## config.mk

```make
export PLATFORM = sky130hd
export DESIGN_NAME = load_store_unit_flat
export DESIGN_NICKNAME = d
export VERILOG_FILES = /design/src/rtl/load_store_unit_if.sv /design/src/rtl/load_store_unit.sv /design/src/flat_wrapper.sv
export SDC_FILE = /design/constraint.sdc
export NUM_CORES = 1
export LEC_CHECK = 0
export CORE_MARGIN = 4
export CORE_UTILIZATION = 46
export DETAILED_ROUTE_END_ITERATION = 8
export PLACE_DENSITY_LB_ADDON = 0.1
export SKIP_LAST_GASP = 1
export SYNTH_ARGS = -nofsm -noshare
export SYNTH_HDL_FRONTEND = slang
export SYNTH_SLANG_ARGS = --single-unit
```

## constraint.sdc

```tcl
create_clock -name clk -period 2 [get_ports clk]
set_input_delay 0.2 -clock clk [delete_from_list [all_inputs] [get_ports clk]]
set_output_delay 0.2 -clock clk [all_outputs]
set_load 0.02 [all_outputs]
```

## src/rtl/load_store_unit_if.sv

```systemverilog
// Core/memory bus bundle for load_store_unit.
// slave  : the load/store unit itself.
// master : the environment, i.e. the core request side plus the data memory.
interface load_store_unit_if;
  logic        req_valid;
  logic        req_ready;
  logic        req_store;
  logic [2:0]  req_funct3;
  logic [31:0] req_addr;
  logic [31:0] req_wdata;
  logic        resp_valid;
  logic        resp_ready;
  logic [31:0] resp_rdata;
  logic        resp_err;
  logic        mem_we;
  logic [31:0] mem_addr;
  logic [31:0] mem_wdata;
  logic [31:0] mem_rdata;

  modport slave (
    input  req_valid, req_store, req_funct3, req_addr, req_wdata, resp_ready, mem_rdata,
    output req_ready, resp_valid, resp_rdata, resp_err, mem_we, mem_addr, mem_wdata
  );

  modport master (
    output req_valid, req_store, req_funct3, req_addr, req_wdata, resp_ready, mem_rdata,
    input  req_ready, resp_valid, resp_rdata, resp_err, mem_we, mem_addr, mem_wdata
  );
endinterface

```

## src/rtl/load_store_unit.sv

```systemverilog
// RV32I load/store unit in front of a word-addressed data memory.
// The memory reads combinationally and writes on the clock edge.
// Sub-word stores are done as read-modify-write.
// Optional feature: define LSU_MISALIGN_EN to split misaligned accesses across two
// words. Without it, every misaligned access returns an error.
module load_store_unit #(
  parameter int MEM_WORDS = 32
) (
  input logic               clk,
  input logic               rst,
  load_store_unit_if.slave  bus
);

  typedef enum logic [2:0] {IDLE, RD0, RD1, WR0, WR1, RESP} state_t;

  localparam logic [30:0] WORDS = 31'(MEM_WORDS);

  state_t      state_q, state_d;
  logic        store_q;
  logic [2:0]  f3_q;
  logic [31:0] addr_q;
  logic [31:0] wdata_q;
  logic [31:0] rd0_q;
  logic [31:0] rd1_q;
  logic        err_q;

  logic        acc_mis;
  logic        acc_err;
  logic        split;
  logic [30:0] acc_idx;
  logic [31:0] idx0;
  logic [31:0] idx1;
  logic [63:0] merged;

  // Legal width codes: stores only 000/001/010; loads additionally allow 100/101.
  function automatic logic code_ok(input logic st, input logic [2:0] f3);
    if (st) return (f3[2] == 1'b0) && (f3[1:0] != 2'b11);
    return (f3 != 3'b011) && (f3 != 3'b110) && (f3 != 3'b111);
  endfunction

  // Halfword needs an even address; word needs a 4-byte aligned address.
  function automatic logic is_misaligned(input logic [1:0] sz, input logic [1:0] off);
    return ((sz == 2'b01) && off[0]) || ((sz == 2'b10) && (off != 2'b00));
  endfunction

  // Select bytes from the two-word window {hi, lo}, then sign- or zero-extend them.
  function automatic logic [31:0] load_extract(input logic [63:0] win, input logic [1:0] off,
                                               input logic [2:0] f3);
    logic [31:0]        sh;
    logic signed [7:0]  b;
    logic signed [15:0] h;
    logic signed [31:0] ext;
    sh = 32'(win >> {off, 3'b000});
    b  = sh[7:0];
    h  = sh[15:0];
    case (f3)
      3'b000:  ext = 32'(b);
      3'b001:  ext = 32'(h);
      3'b100:  ext = {24'b0, sh[7:0]};
      3'b101:  ext = {16'b0, sh[15:0]};
      default: ext = sh;
    endcase
    return ext;
  endfunction

  // Overlay the store bytes onto the old two-word window.
  // Bytes that are not addressed keep their old value.
  function automatic logic [63:0] store_merge(input logic [63:0] old, input logic [1:0] off,
                                              input logic [1:0] sz, input logic [31:0] data);
    logic [7:0]  bmask;
    logic [63:0] bits;
    logic [63:0] shifted;
    case (sz)
      2'b00:   bmask = 8'h01;
      2'b01:   bmask = 8'h03;
      default: bmask = 8'h0F;
    endcase
    bmask = bmask << off;
    for (int i = 0; i < 8; i++) bits[i*8 +: 8] = {8{bmask[i]}};
    shifted = {32'b0, data} << {off, 3'b000};
    return (old & ~bits) | (shifted & bits);
  endfunction

  assign acc_idx = {1'b0, bus.req_addr[31:2]};
  assign acc_mis = is_misaligned(bus.req_funct3[1:0], bus.req_addr[1:0]);
  assign idx0    = {2'b00, addr_q[31:2]};
  assign idx1    = idx0 + 32'd1;
  assign merged  = store_merge({rd1_q, rd0_q}, addr_q[1:0], f3_q[1:0], wdata_q);

`ifdef LSU_MISALIGN_EN
  assign acc_err = !code_ok(bus.req_store, bus.req_funct3) || (acc_idx >= WORDS) ||
                   (acc_mis && ((acc_idx + 31'd1) >= WORDS));
  assign split   = is_misaligned(f3_q[1:0], addr_q[1:0]);
`else
  assign acc_err = !code_ok(bus.req_store, bus.req_funct3) || (acc_idx >= WORDS) || acc_mis;
  assign split   = 1'b0;
`endif

  // State register, latched request fields and captured memory words.
  always_ff @(posedge clk or negedge rst) begin
    if (!rst) begin
      state_q <= IDLE;
      store_q <= 1'b0;
      f3_q    <= 3'b0;
      addr_q  <= 32'b0;
      wdata_q <= 32'b0;
      rd0_q   <= 32'b0;
      rd1_q   <= 32'b0;
      err_q   <= 1'b0;
    end else begin
      state_q <= state_d;
      if (state_q == IDLE && bus.req_valid) begin
        store_q <= bus.req_store;
        f3_q    <= bus.req_funct3;
        addr_q  <= bus.req_addr;
        wdata_q <= bus.req_wdata;
        err_q   <= acc_err;
      end
      if (state_q == RD0) rd0_q <= bus.mem_rdata;
      if (state_q == RD1) rd1_q <= bus.mem_rdata;
    end
  end

  // Next-state selection and bus outputs. Every output is 0 unless a state drives it.
  always_comb begin
    state_d        = state_q;
    bus.req_ready  = 1'b0;
    bus.resp_valid = 1'b0;
    bus.resp_rdata = 32'b0;
    bus.resp_err   = 1'b0;
    bus.mem_we     = 1'b0;
    bus.mem_addr   = 32'b0;
    bus.mem_wdata  = 32'b0;
    case (state_q)
      IDLE: begin
        bus.req_ready = rst;
        if (bus.req_valid && rst) begin
          if (acc_err)
            state_d = RESP;
          else if (bus.req_store && bus.req_funct3 == 3'b010 && !acc_mis)
            state_d = WR0;
          else
            state_d = RD0;
        end
      end
      RD0: begin
        bus.mem_addr = idx0;
        if (split)        state_d = RD1;
        else if (store_q) state_d = WR0;
        else              state_d = RESP;
      end
      RD1: begin
        bus.mem_addr = idx1;
        state_d      = store_q ? WR0 : RESP;
      end
      WR0: begin
        bus.mem_we    = 1'b1;
        bus.mem_addr  = idx0;
        bus.mem_wdata = merged[31:0];
        state_d       = split ? WR1 : RESP;
      end
      WR1: begin
        bus.mem_we    = 1'b1;
        bus.mem_addr  = idx1;
        bus.mem_wdata = merged[63:32];
        state_d       = RESP;
      end
      RESP: begin
        bus.resp_valid = 1'b1;
        bus.resp_err   = err_q;
        bus.resp_rdata = (err_q || store_q) ? 32'b0
                                            : load_extract({rd1_q, rd0_q}, addr_q[1:0], f3_q);
        if (bus.resp_ready) state_d = IDLE;
      end
      default: state_d = IDLE;
    endcase
  end

endmodule
```

## src/flat_wrapper.sv

```systemverilog
// flat-port wrapper written by rule: the top's interface ports become plain ports
module load_store_unit_flat 
#(
  parameter int MEM_WORDS = 32
)
  (clk, rst, bus_req_valid, bus_req_store, bus_req_funct3, bus_req_addr, bus_req_wdata, bus_resp_ready, bus_mem_rdata, bus_req_ready, bus_resp_valid, bus_resp_rdata, bus_resp_err, bus_mem_we, bus_mem_addr, bus_mem_wdata);
  load_store_unit_if bus_i ();
  input logic clk;
  input logic rst;
  input wire logic [$bits(bus_i.req_valid)-1:0] bus_req_valid;
  input wire logic [$bits(bus_i.req_store)-1:0] bus_req_store;
  input wire logic [$bits(bus_i.req_funct3)-1:0] bus_req_funct3;
  input wire logic [$bits(bus_i.req_addr)-1:0] bus_req_addr;
  input wire logic [$bits(bus_i.req_wdata)-1:0] bus_req_wdata;
  input wire logic [$bits(bus_i.resp_ready)-1:0] bus_resp_ready;
  input wire logic [$bits(bus_i.mem_rdata)-1:0] bus_mem_rdata;
  output wire logic [$bits(bus_i.req_ready)-1:0] bus_req_ready;
  output wire logic [$bits(bus_i.resp_valid)-1:0] bus_resp_valid;
  output wire logic [$bits(bus_i.resp_rdata)-1:0] bus_resp_rdata;
  output wire logic [$bits(bus_i.resp_err)-1:0] bus_resp_err;
  output wire logic [$bits(bus_i.mem_we)-1:0] bus_mem_we;
  output wire logic [$bits(bus_i.mem_addr)-1:0] bus_mem_addr;
  output wire logic [$bits(bus_i.mem_wdata)-1:0] bus_mem_wdata;
  assign bus_i.req_valid = bus_req_valid;
  assign bus_i.req_store = bus_req_store;
  assign bus_i.req_funct3 = bus_req_funct3;
  assign bus_i.req_addr = bus_req_addr;
  assign bus_i.req_wdata = bus_req_wdata;
  assign bus_i.resp_ready = bus_resp_ready;
  assign bus_i.mem_rdata = bus_mem_rdata;
  assign bus_req_ready = bus_i.req_ready;
  assign bus_resp_valid = bus_i.resp_valid;
  assign bus_resp_rdata = bus_i.resp_rdata;
  assign bus_resp_err = bus_i.resp_err;
  assign bus_mem_we = bus_i.mem_we;
  assign bus_mem_addr = bus_i.mem_addr;
  assign bus_mem_wdata = bus_i.mem_wdata;
  load_store_unit #(.MEM_WORDS(MEM_WORDS)) u_core (.clk(clk), .rst(rst), .bus(bus_i));
endmodule
```

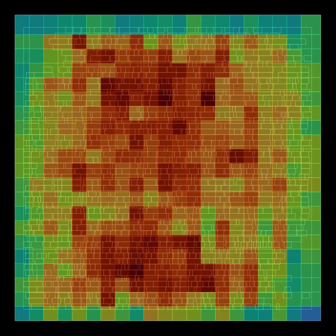
*Congestion heat map, run 1*
routing usage on met2: 46.8%
M1 GR Usage: 44.9%
GRT Overall Usage: 31.3%

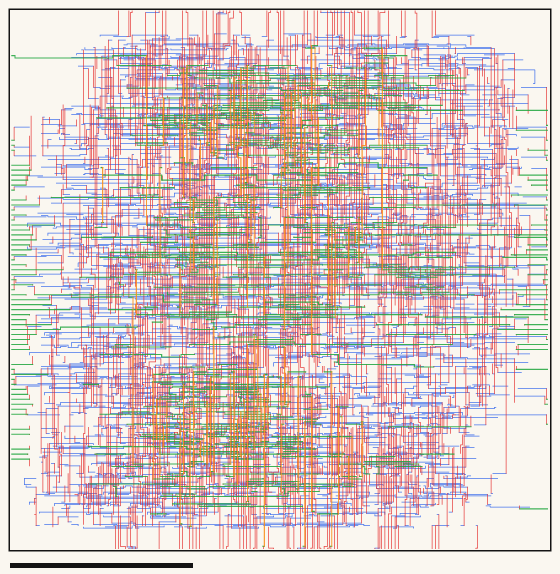
*Metal layers overlaid, run 1*
The bar under the picture is 50 um long.
- red: M2 (wire length 18200 um)
- green: M3 (wire length 5480 um)
- blue: M1 (wire length 15400 um)
- orange: M4 (wire length 2080 um)

==> summary.txt, run 1 <==
Outcome: finished with violations
Failing checks: negative setup slack
Max-slew violations: 0
Hpwl dp: 23200 um
Yosys synthesis chip area: 8940 um2
Number of warning messages in the logs: 29
Sequential fraction of the synthesis area: 38.1%
Reg2reg end: u_core.rd0_q[25]
Inverter count: 26
Setup crit start kind: register
Number of clock buffers in the layout: 19
CTS H-Tree Depth: 4
Crit end category: primary output
Tcrit/Tclk final: 131%
First-pass GRT wire length: 52900 um
Registers, synthesis: 136
Biggest Area Class: multi-input combinational cells
Ys Warns: 0
Period minus WS final: 2.62 ns
Met2 wire length: 18200 um
Nonclk buf count: 466
Io pins: 204
Yosys top cell area share: 38.1%
Max Used Layer: met4
GP Congestion: 0.896
Synth Flop Type: dfrtp_1
Post-Syn Area per Cell: 10.7 um2
Vias in the first global route: 9236
Final setup margin: -0.624 ns
Ant diodes: 2
Die height: 147 um
Slew margin rel.: 32.5%
R2R setup slack: 0.01 ns
Initial antenna violation count: 2
Root Buffer: clkbuf_16
Standard-cell rows: 50
Pwr Density: 1840 nW/um2
R2r worst-path depth: 6
F_max: 0.381 GHz
TritonCTS clock tree: done
Final hold slack: 0.361 ns
DRT iter0 DRCs: 1159
Leak Pwr: 6.71 nW
Crit Path Max Fanout: 8
Crit path from: u_core.addr_q[0]
Final hold viol count: 0
Post-synth EDFFs: 0
Residual DRC count: 0
Biggest area cells: dfrtp_1, mux2_2, mux2i_1, mux4_2, o21ai_0
Share of layout cells above drive strength 1: 59.2%
Clk slew on worst S/H paths: 0.06 ns
Count of final setup violators: 96
Cells after Synth: 837
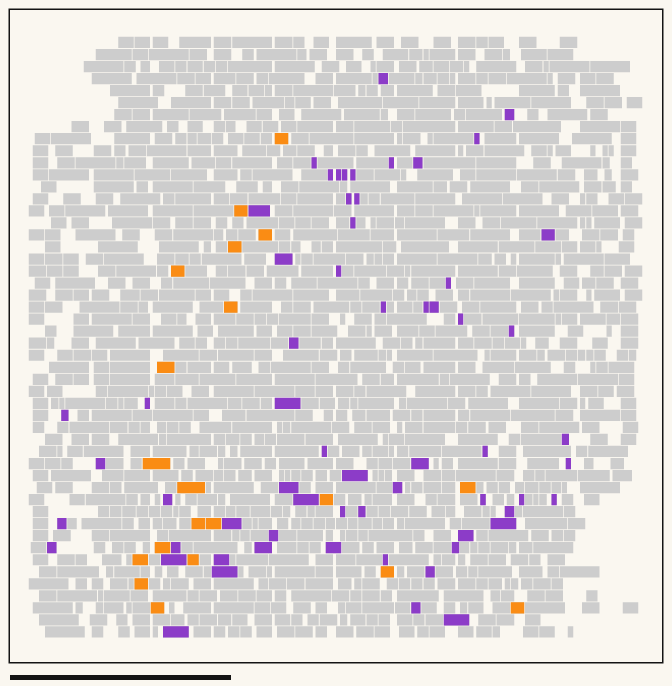
*Selected gate families, run 1*
The bar under the picture is 50 um long.
- orange: non-inverting ao/oa cells (cells 20; most used a22o_1)
- purple: nor cells (cells 62; most used nor2_1)
Comb area share: 41.7%
Top cell excl fill/tap: buf_4
fin cells: 1526

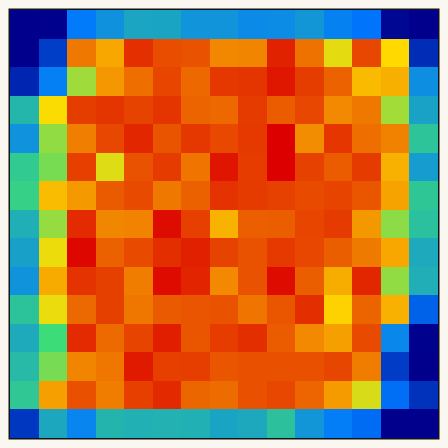
*Cell area per tile, run 1*
15 x 15 tiles, from dark blue (low) to red (high), 0 to 100% covered.
- mean over tiles: 71%
- tiles over 75% full: 66%
- densest ninth of the die: centre

==> run 1: through the flow <==
stage	utilization (%)	setup TNS, ns	total power (W)
global route	83.6	-48.60	0.0299
CTS	77.1	-35.99	0.0253
finish	83.6	-42.49	0.0291
global placement	66.6	-44.15	0.0184
floorplan	-	-0.503	0.0130
detailed placement	66.6	-44.54	0.0186
==> run 1: cell families (layout without fill, tap and decap cells) <==
| family | Yosys count | after routing | share of synthesized area [%] |
|---|---|---|---|
| mux | 233 | 233 | 32.3 |
| simple gates | 194 | 194 | 11.3 |
| compound gates | 174 | 174 | 13.1 |
| flops | 136 | 136 | 38.1 |
| buf+inv | 96 | 523 | 4.88 |
| xor+xnor | 2 | 2 | 0.196 |
| fa+ha+maj | 1 | 1 | 0.140 |
| other cells | 1 | 3 | 0.0419 |
==> run 1: flip-flops by register name (all words and copies together), names as in the netlist <==
name and cells:
u_core.err_q 1, u_core.rd1_q 32, u_core.rd0_q 32, u_core.store_q 1, u_core.f3_q 3, u_core.wdata_q 32
u_core.addr_q 32, u_core.state_q 3
==> run 1: power by group <==
group / leakage, nW / total, W / internal, W / switching [W]
clock: 0.299 / 0.00341 / 0.00211 / 0.00130
sequential: 1.66 / 0.00607 / 0.00407 / 0.00200
combinational: 4.75 / 0.0196 / 0.0102 / 0.00939
==> run 1: critical path, cell delays in order, from the launching register on <==
cell and delay [ns]:
dfrtp_4 0.53, buf_6 0.15, mux4_2 0.22, mux2i_1 0.09, or4_4 0.56, clkbuf_16 0.23
o21ai_4 0.08, buf_6 0.13
==> run 1: metal layers <==
layer,vias up,GRT usage (%)
li1,4033,-
met1,4830,44.9
met2,892,46.8
met3,217,9.47
met4,0,7.60
met5,-,0
### Clock network drawn from the DEF, run 1

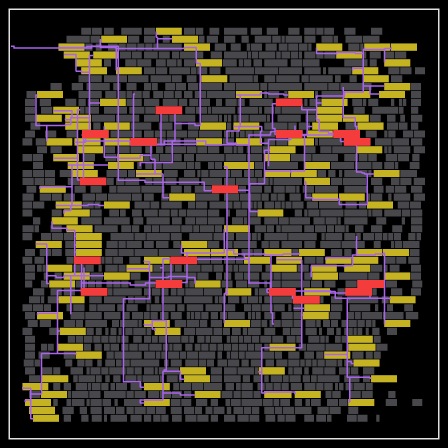

==> run 2, diff against run 1 <==
--- a/constraint.sdc
+++ b/constraint.sdc
@@ -3,2 +3,2 @@
 set_output_delay 0.2 -clock clk [all_outputs]
-set_load 0.02 [all_outputs]
+set_load 0.05 [all_outputs]
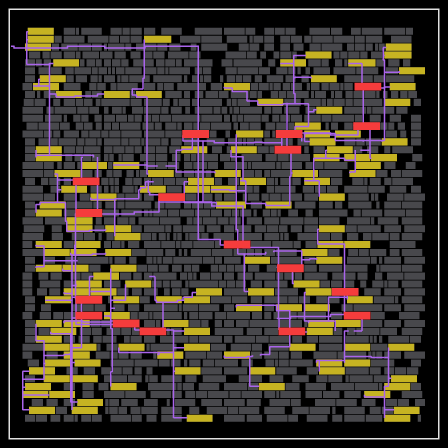
*Clock network drawn from the DEF, run 2*
- yellow: flip-flops (count 136)
- purple: clock wires (length 1990 um)
- red: clock-net drivers (count 17)
- routed clock nets: 18
- flops lie: all over the die
Worst Clk Skew: 0.0109 ns
P_clk: 0.00328 W

==> summary.txt, run 2 <==
Ant diodes: 0
Buf+Inv Stages, Crit Path: 2
Max-slew violations: 0
Root Buffer: clkbuf_16
Number of warning messages in the logs: 32
Hpwl dp: 24600 um
GRT Overall Usage: 34.8%
Outcome: finished with violations
Port buffer count: 202
Ys Warns: 0
Crit path max-delay family: simple AND/OR/NAND/NOR gates
Setup crit start kind: register
Synth Flop Type: dfrtp_1
Layout area overhead: 87.3%
Post-Syn Area per Cell: 10.7 um2
DRT iter0 DRCs: 970
Slew margin rel.: 55.9%
Top-count cell post-synth: dfrtp_1
Crit path largest cell delay: 0.55 ns
Failing checks: negative setup slack
Die height: 147 um
Fin cells: 1481
Internal cell power: 0.0171 W
Yosys synthesis chip area: 8940 um2
Period minus WS final: 2.62 ns
Tcrit/Tclk final: 131%
DR WL/cell: 27.5 um
Vias in the first global route: 9504
Unrepaired setup endpoints after global routing: true
WL met3: 4480 um
GP Congestion: 0.934
F_max: 0.382 GHz
TritonCTS clock tree: done
Comb pwr share: 70.1%
R2R setup slack: 0.05 ns
Registers, synthesis: 136
CTS Hold Bufs: 1
Post-synth EDFFs: 0
Final hold viol count: 0
Yosys top cell area share: 38.1%
Die area: 21700 um2
Count of final setup violators: 97
First-pass GRT wire length: 57900 um
Leak Pwr: 6.81 nW
Crit end category: primary output
Residual DRC count: 0
Setup bufs post-CTS: 51
Io pins: 204
Biggest area cells: dfrtp_1, mux2_2, mux2i_1, mux4_2, o21ai_0
Post_cts resized: 216
Final setup margin: -0.620 ns
Mapped Area: 8940 um2
Standard-cell rows: 50
PnR Total Power: 0.0317 W
Sequential fraction of the synthesis area: 38.1%
Cells after Synth: 837
Sw power: 0.0146 W
Synth cell types: 61
CTS buffer count: 17
Share of layout cells above drive strength 1: 60.6%
Met2 wire length: 18700 um
Worst path cell trace: mux4_2, mux2i_1, or4_4, clkbuf_16, o21ai_4, buf_12
Critical Path Slowest Stage Cell: or4_4
Crit Path Max Fanout: 8
Seq pwr share: 19.6%
Clock power frac: 10.3%
Pwr Density: 1890 nW/um2
Total Neg Setup Slack: -43.47 ns
CTS H-Tree Depth: 4
Clock buffer depth: 2
Initial antenna violation count: 0
CP arrival: 2.42 ns
Top cell excl fill/tap: buf_4
Clk slew on worst S/H paths: 0.07 ns
Max Used Layer: met4
Switching share of power: 46.1%
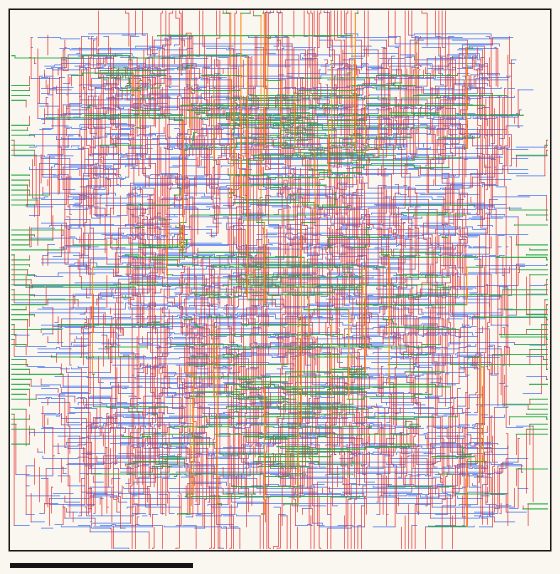
*Metal layers overlaid, run 2*
The bar under the picture is 50 um long.
- orange: M4 (wire length 1210 um)
- green: M3 (wire length 4480 um)
- blue: M1 (wire length 16300 um)
- red: M2 (wire length 18700 um)

-- run 2: stage by stage --
step	instance area (um2)	util (%)	hold slack [ns]	setup slack, ns
floorplan	9850	-	-0.0956	-0.224
global placement	13900	73.7	0.119	-0.111
detailed placement	13900	73.7	0.121	-0.114
CTS	16200	85.5	0.237	-0.566
global route	16800	88.7	0.277	-0.652
finish	16800	88.7	0.257	-0.620
-- run 2: final cells by class --
type	count	area (um2)
clock buffers	17	425
fillers	819	2140
inverters	26	97.6
multi-input cells	605	6890
clock inverters	15	175
flip-flops and latches	136	3410
repair buffers	422	5420
well taps	260	325
-- run 2: cells by family after synthesis --
kind of cell    share of synthesized area [%]
compound gates                           13.1
xor+xnor                                0.196
fa+ha+maj                               0.140
buf+inv                                  4.88
flops                                    38.1
mux                                      32.3
other cells                            0.0419
simple gates                             11.3
-- run 2: routing by layer --
layer / track usage [%] / vias to the layer above
met2: 52.7 / 669
met1: 49.7 / 4814
met5: 0 / -
met3: 9.01 / 104
li1: - / 3963
met4: 10.4 / 0
-- run 2: power by group through the flow --
stage          logic (W)  clock network, W  registers [W]
2_1_floorplan     0.0107                 0        0.00512
3_3_place_gp      0.0167                 0        0.00568
3_5_place_dp      0.0170                 0        0.00574
4_1_cts           0.0205           0.00327        0.00587
5_1_grt           0.0230           0.00340        0.00627
6_report          0.0222           0.00328        0.00620
-- run 2: worst paths after layout --
kind | startpoint | to | cells past startpoint
setup / recovery | u_core.addr_q[0] | bus_resp_rdata[18] | 6
hold / removal | rst | u_core.store_q | 2
setup reg to reg | u_core.state_q[1] | u_core.f3_q[0] | 7
hold reg to reg | u_core.rd1_q[29] | u_core.rd1_q[29] | 1
max in group asynchronous | rst | u_core.addr_q[0] | 3
min in group clk | bus_req_addr[2] | u_core.addr_q[2] | 2
Power figures rest on the tool's default switching activity, not on a simulated workload.
